$ cat src/rtl/kmeans_route_pkg.sv
`default_nettype none
// ============================================================================
// Module   : kmeans_route_pkg
// Brief    : Shared constants and helpers for the k-means route demux.
// Revision : 1.0 - initial release
// ============================================================================
package kmeans_route_pkg;

  // Default sample width and channel count of the k-means datapath.
  localparam int KM_DATA_W = 91;
  localparam int KM_N_CH   = 8;

  // Cluster indices are 1-based; 0 and anything above the channel count are invalid.
  function automatic logic idx_valid(input int unsigned idx, input int unsigned n);
    return (idx >= 1) && (idx <= n);
  endfunction

endpackage
`default_nettype wire

$ cat src/rtl/route_slot.sv
`default_nettype none
// ============================================================================
// Module   : route_slot
// Brief    : One-entry output register with valid/ready flow control and a
//            saturating hit counter for a single cluster channel.
// Revision : 1.0 - initial release
// ============================================================================
module route_slot #(
  parameter int DATA_W = 91,
  parameter int CNT_W  = 16
) (
  input  logic              clk,
  input  logic              rst_n,
  input  logic              load,
  input  logic [DATA_W-1:0] din,
  input  logic              out_ready,
  input  logic              cnt_clear,
  output logic              free,
  output logic              valid,
  output logic [DATA_W-1:0] data,
  output logic [CNT_W-1:0]  hit_cnt
);

  // A slot draining this cycle may be refilled on the same edge.
  assign free = ~valid | out_ready;

  // Entry register: load has priority over drain; data is kept after drain.
  always_ff @(posedge clk) begin
    if (!rst_n) begin
      valid <= 1'b0;
      data  <= '0;
    end else if (load) begin
      valid <= 1'b1;
      data  <= din;
    end else if (out_ready) begin
      valid <= 1'b0;
    end
  end

  // Saturating hit counter; a clear on the same edge as a hit leaves zero.
  always_ff @(posedge clk) begin
    if (!rst_n) begin
      hit_cnt <= '0;
    end else if (cnt_clear) begin
      hit_cnt <= '0;
    end else if (load && (hit_cnt != {CNT_W{1'b1}})) begin
      hit_cnt <= hit_cnt + 1'b1;
    end
  end

endmodule
`default_nettype wire

$ cat src/rtl/kmeans_route_demux.sv
`default_nettype none
// ============================================================================
// Module   : kmeans_route_demux
// Brief    : Registered index demux routing a sample to one of N_CH cluster
//            channels (or all of them), with hit and drop statistics.
// Revision : 1.0 - initial release
// ============================================================================
module kmeans_route_demux
  import kmeans_route_pkg::*;
#(
  parameter  int DATA_W = KM_DATA_W,
  parameter  int N_CH   = KM_N_CH,
  parameter  int CNT_W  = 16,
  localparam int IDX_W  = $clog2(N_CH + 1)
) (
  input  logic                   clk,
  input  logic                   rst_n,
  input  logic                   in_valid,
  input  logic [DATA_W-1:0]      in_data,
  input  logic [IDX_W-1:0]       in_index,
  input  logic                   in_bcast,
  output logic                   in_ready,
  output logic [N_CH-1:0]        out_valid,
  output logic [N_CH*DATA_W-1:0] out_data,
  input  logic [N_CH-1:0]        out_ready,
  input  logic                   cnt_clear,
  output logic [N_CH*CNT_W-1:0]  hit_cnt,
  output logic [CNT_W-1:0]       drop_cnt
);

  logic            idx_ok;
  logic [N_CH-1:0] uni_sel;
  logic [N_CH-1:0] slot_free;
  logic [N_CH-1:0] slot_load;
  logic            accept;
  logic            drop;

  assign idx_ok = idx_valid(32'(in_index), N_CH);

  // One-hot decode of the 1-based index; all zero when the index is invalid.
  generate
    for (genvar c = 0; c < N_CH; c++) begin : g_sel
      assign uni_sel[c] = idx_ok && (in_index == IDX_W'(c + 1));
    end
  endgenerate

  // Ready never looks at in_valid; an invalid unicast is always swallowed.
  always_comb begin
    in_ready = 1'b1;
    if (in_bcast) begin
      in_ready = &slot_free;
    end else if (idx_ok) begin
      in_ready = |(uni_sel & slot_free);
    end
  end

  assign accept    = in_valid & in_ready;
  assign slot_load = accept ? (in_bcast ? {N_CH{1'b1}} : uni_sel) : {N_CH{1'b0}};
  assign drop      = accept & ~in_bcast & ~idx_ok;

  // Saturating drop counter; clear wins over a coincident drop.
  always_ff @(posedge clk) begin
    if (!rst_n) begin
      drop_cnt <= '0;
    end else if (cnt_clear) begin
      drop_cnt <= '0;
    end else if (drop && (drop_cnt != {CNT_W{1'b1}})) begin
      drop_cnt <= drop_cnt + 1'b1;
    end
  end

  // Per-channel slots, flattened onto the output buses.
  generate
    for (genvar c = 0; c < N_CH; c++) begin : g_slot
      route_slot #(
        .DATA_W (DATA_W),
        .CNT_W  (CNT_W)
      ) u_slot (
        .clk       (clk),
        .rst_n     (rst_n),
        .load      (slot_load[c]),
        .din       (in_data),
        .out_ready (out_ready[c]),
        .cnt_clear (cnt_clear),
        .free      (slot_free[c]),
        .valid     (out_valid[c]),
        .data      (out_data[c*DATA_W +: DATA_W]),
        .hit_cnt   (hit_cnt[c*CNT_W +: CNT_W])
      );
    end
  endgenerate

endmodule
`default_nettype wire

$ cat config.mk
export PLATFORM = sky130hd
export DESIGN_NAME = kmeans_route_demux
export DESIGN_NICKNAME = d
export VERILOG_FILES = /design/src/rtl/kmeans_route_pkg.sv /design/src/rtl/route_slot.sv /design/src/rtl/kmeans_route_demux.sv
export SDC_FILE = /design/constraint.sdc
export NUM_CORES = 2
export LEC_CHECK = 0
export CAP_MARGIN = 40
export CORE_AREA = 2 2 390 392
export DETAILED_ROUTE_END_ITERATION = 8
export DIE_AREA = 0 0 392 394
export SKIP_CTS_REPAIR_TIMING = 1
export SLEW_MARGIN = 20
export SYNTH_ARGS = -nofsm -noshare
export SYNTH_HDL_FRONTEND = slang
export SYNTH_SLANG_ARGS = --single-unit
$ cat constraint.sdc
create_clock -name clk -period 3.6 [get_ports clk]
set_clock_uncertainty 0.15 [all_clocks]
set_input_delay 0.72 -clock clk [delete_from_list [all_inputs] [get_ports clk]]
set_output_delay 0.72 -clock clk [all_outputs]
set_load 0.05 [all_outputs]
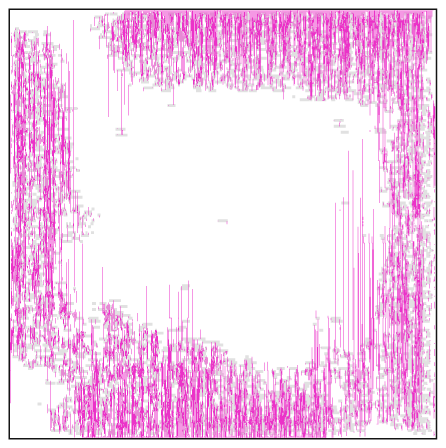
Fig. 1. Metal 2.
Cells faint in the background.
nets with wire on the layer: 3787
share of all routed wire: 47%
longest straight run: 196 um
wire length on this layer: 63.5 mm

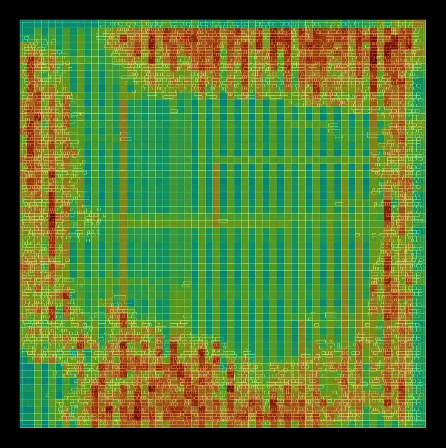
Fig. 2. Congestion heat map.
all-layer global routing usage: 0.1667
average wire per standard cell: 20.65 um
global routing met1 resource utilization: 0.2053
layer carrying the most global-route usage: met2
met2 GRT Util: 0.2755

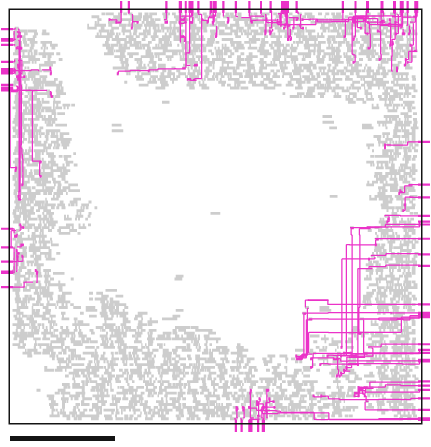
Fig. 3. Wires at chosen ports, followed through buffers.
The bar under the picture is 100 um long.
legend:
  in_data:
    colour: magenta
    bits: 91
    direction: input
    edge: 39 top, 26 right, 19 left, 7 bottom
    end_cells: 182
    buffers: 91
    wire: 6200 um

==> routing by layer <==
layer | up-vias | routed length [um]
met5 | - | 32
met4 | 4 | 5114
met3 | 204 | 9699
met2 | 993 | 63460
met1 | 14250 | 56810
li1 | 14550 | -
==> area by class of cell <==
| type | instances | area share |
|---|---|---|
| sequential | 880 | 0.3736 |
| multi-input combinational | 2329 | 0.2615 |
| timing repair buffer | 1104 | 0.2384 |
| clock buffer | 146 | 0.06010 |
| tap | 2030 | 0.05387 |
| clock inverter | 28 | 0.01045 |
| inverter | 24 | 0.001911 |
| antenna | 3 | 0.0001592 |
==> power by group through the flow <==
stage / registers [mW] / clock network [mW] / logic (mW)
after floorplan: 12.2 / 0 / 0.981
after global placement: 10.6 / 0 / 4.31
after detailed placement: 10.7 / 0 / 4.33
after CTS: 10.4 / 10.6 / 4.34
after global routing: 10.5 / 11.0 / 4.50
final: 10.5 / 10.3 / 4.31
==> per-stage QoR <==
stage / hold WS [ns] / std cells / instance area [um^2]
finish: 0.2999 / 6544 / 47150
global route: 0.3006 / 6542 / 47150
global placement: 0.2904 / 6365 / 43750
detailed placement: 0.2939 / 6366 / 43770
floorplan: 0.3268 / 3546 / 31240
CTS: 0.2702 / 6540 / 47090
==> critical path, cell delays in order <==
cell and delay [ns]:
sky130_fd_sc_hd__clkdlybuf4s50_1 0.42, sky130_fd_sc_hd__or3b_1 0.37, sky130_fd_sc_hd__a32oi_2 0.26, sky130_fd_sc_hd__o2111ai_2 0.16, sky130_fd_sc_hd__buf_12 0.19, sky130_fd_sc_hd__nor2_1 0.08
sky130_fd_sc_hd__nor2_1 0.08, sky130_fd_sc_hd__buf_12 0.18
==> qor.yml <==
synth_area_leader: "sky130_fd_sc_hd__dfxtp_1"
max_flop_register: "g_slot.u_slot.data"
rrSetupSlack_ns: 0.86
largestRegisters: "g_slot.u_slot.data x728, g_slot.u_slot.hit_cnt x128, drop_cnt x16"
num-nets-final: 4555
synthCells: 3546
comb_area_um2: 12330
outcome: "finished, final reports clean"
syn_area_per_cell_um2: 8.809
edf_count: 0
grt_start_max_net_pins: 119
height_of_the_chip_um: 394
syn_area_um2: 31240
totalWireLength_mm: 135.1
buffer_ports.inserted: 988
max_freq_mhz: 299.9
worstPathArrival_ns: 2.46
detailedPlacementHpwl_mm: 99.98
end_kind: "output port"
synth-adder-area-share: 0.003605
net-switching-power_mw: 7.605
grt_pass1_wl_mm: 192.6
largest_register_ff_count: 728
ys.flop_type: "sky130_fd_sc_hd__dfxtp_1"
setup.worst_path.class: "in -> out"
ys_chip_area_um2: 31240
max_slew_margin: 0.4701
synthTopCellsByArea: "sky130_fd_sc_hd__dfxtp_1, sky130_fd_sc_hd__nand3_1, sky130_fd_sc_hd__o21ai_1"
power.sequential.fraction: 0.416
synthesis.yosys.warnings: 0
ir_drop_v: 0.0004101
Power is estimated from default activity; no workload was simulated.
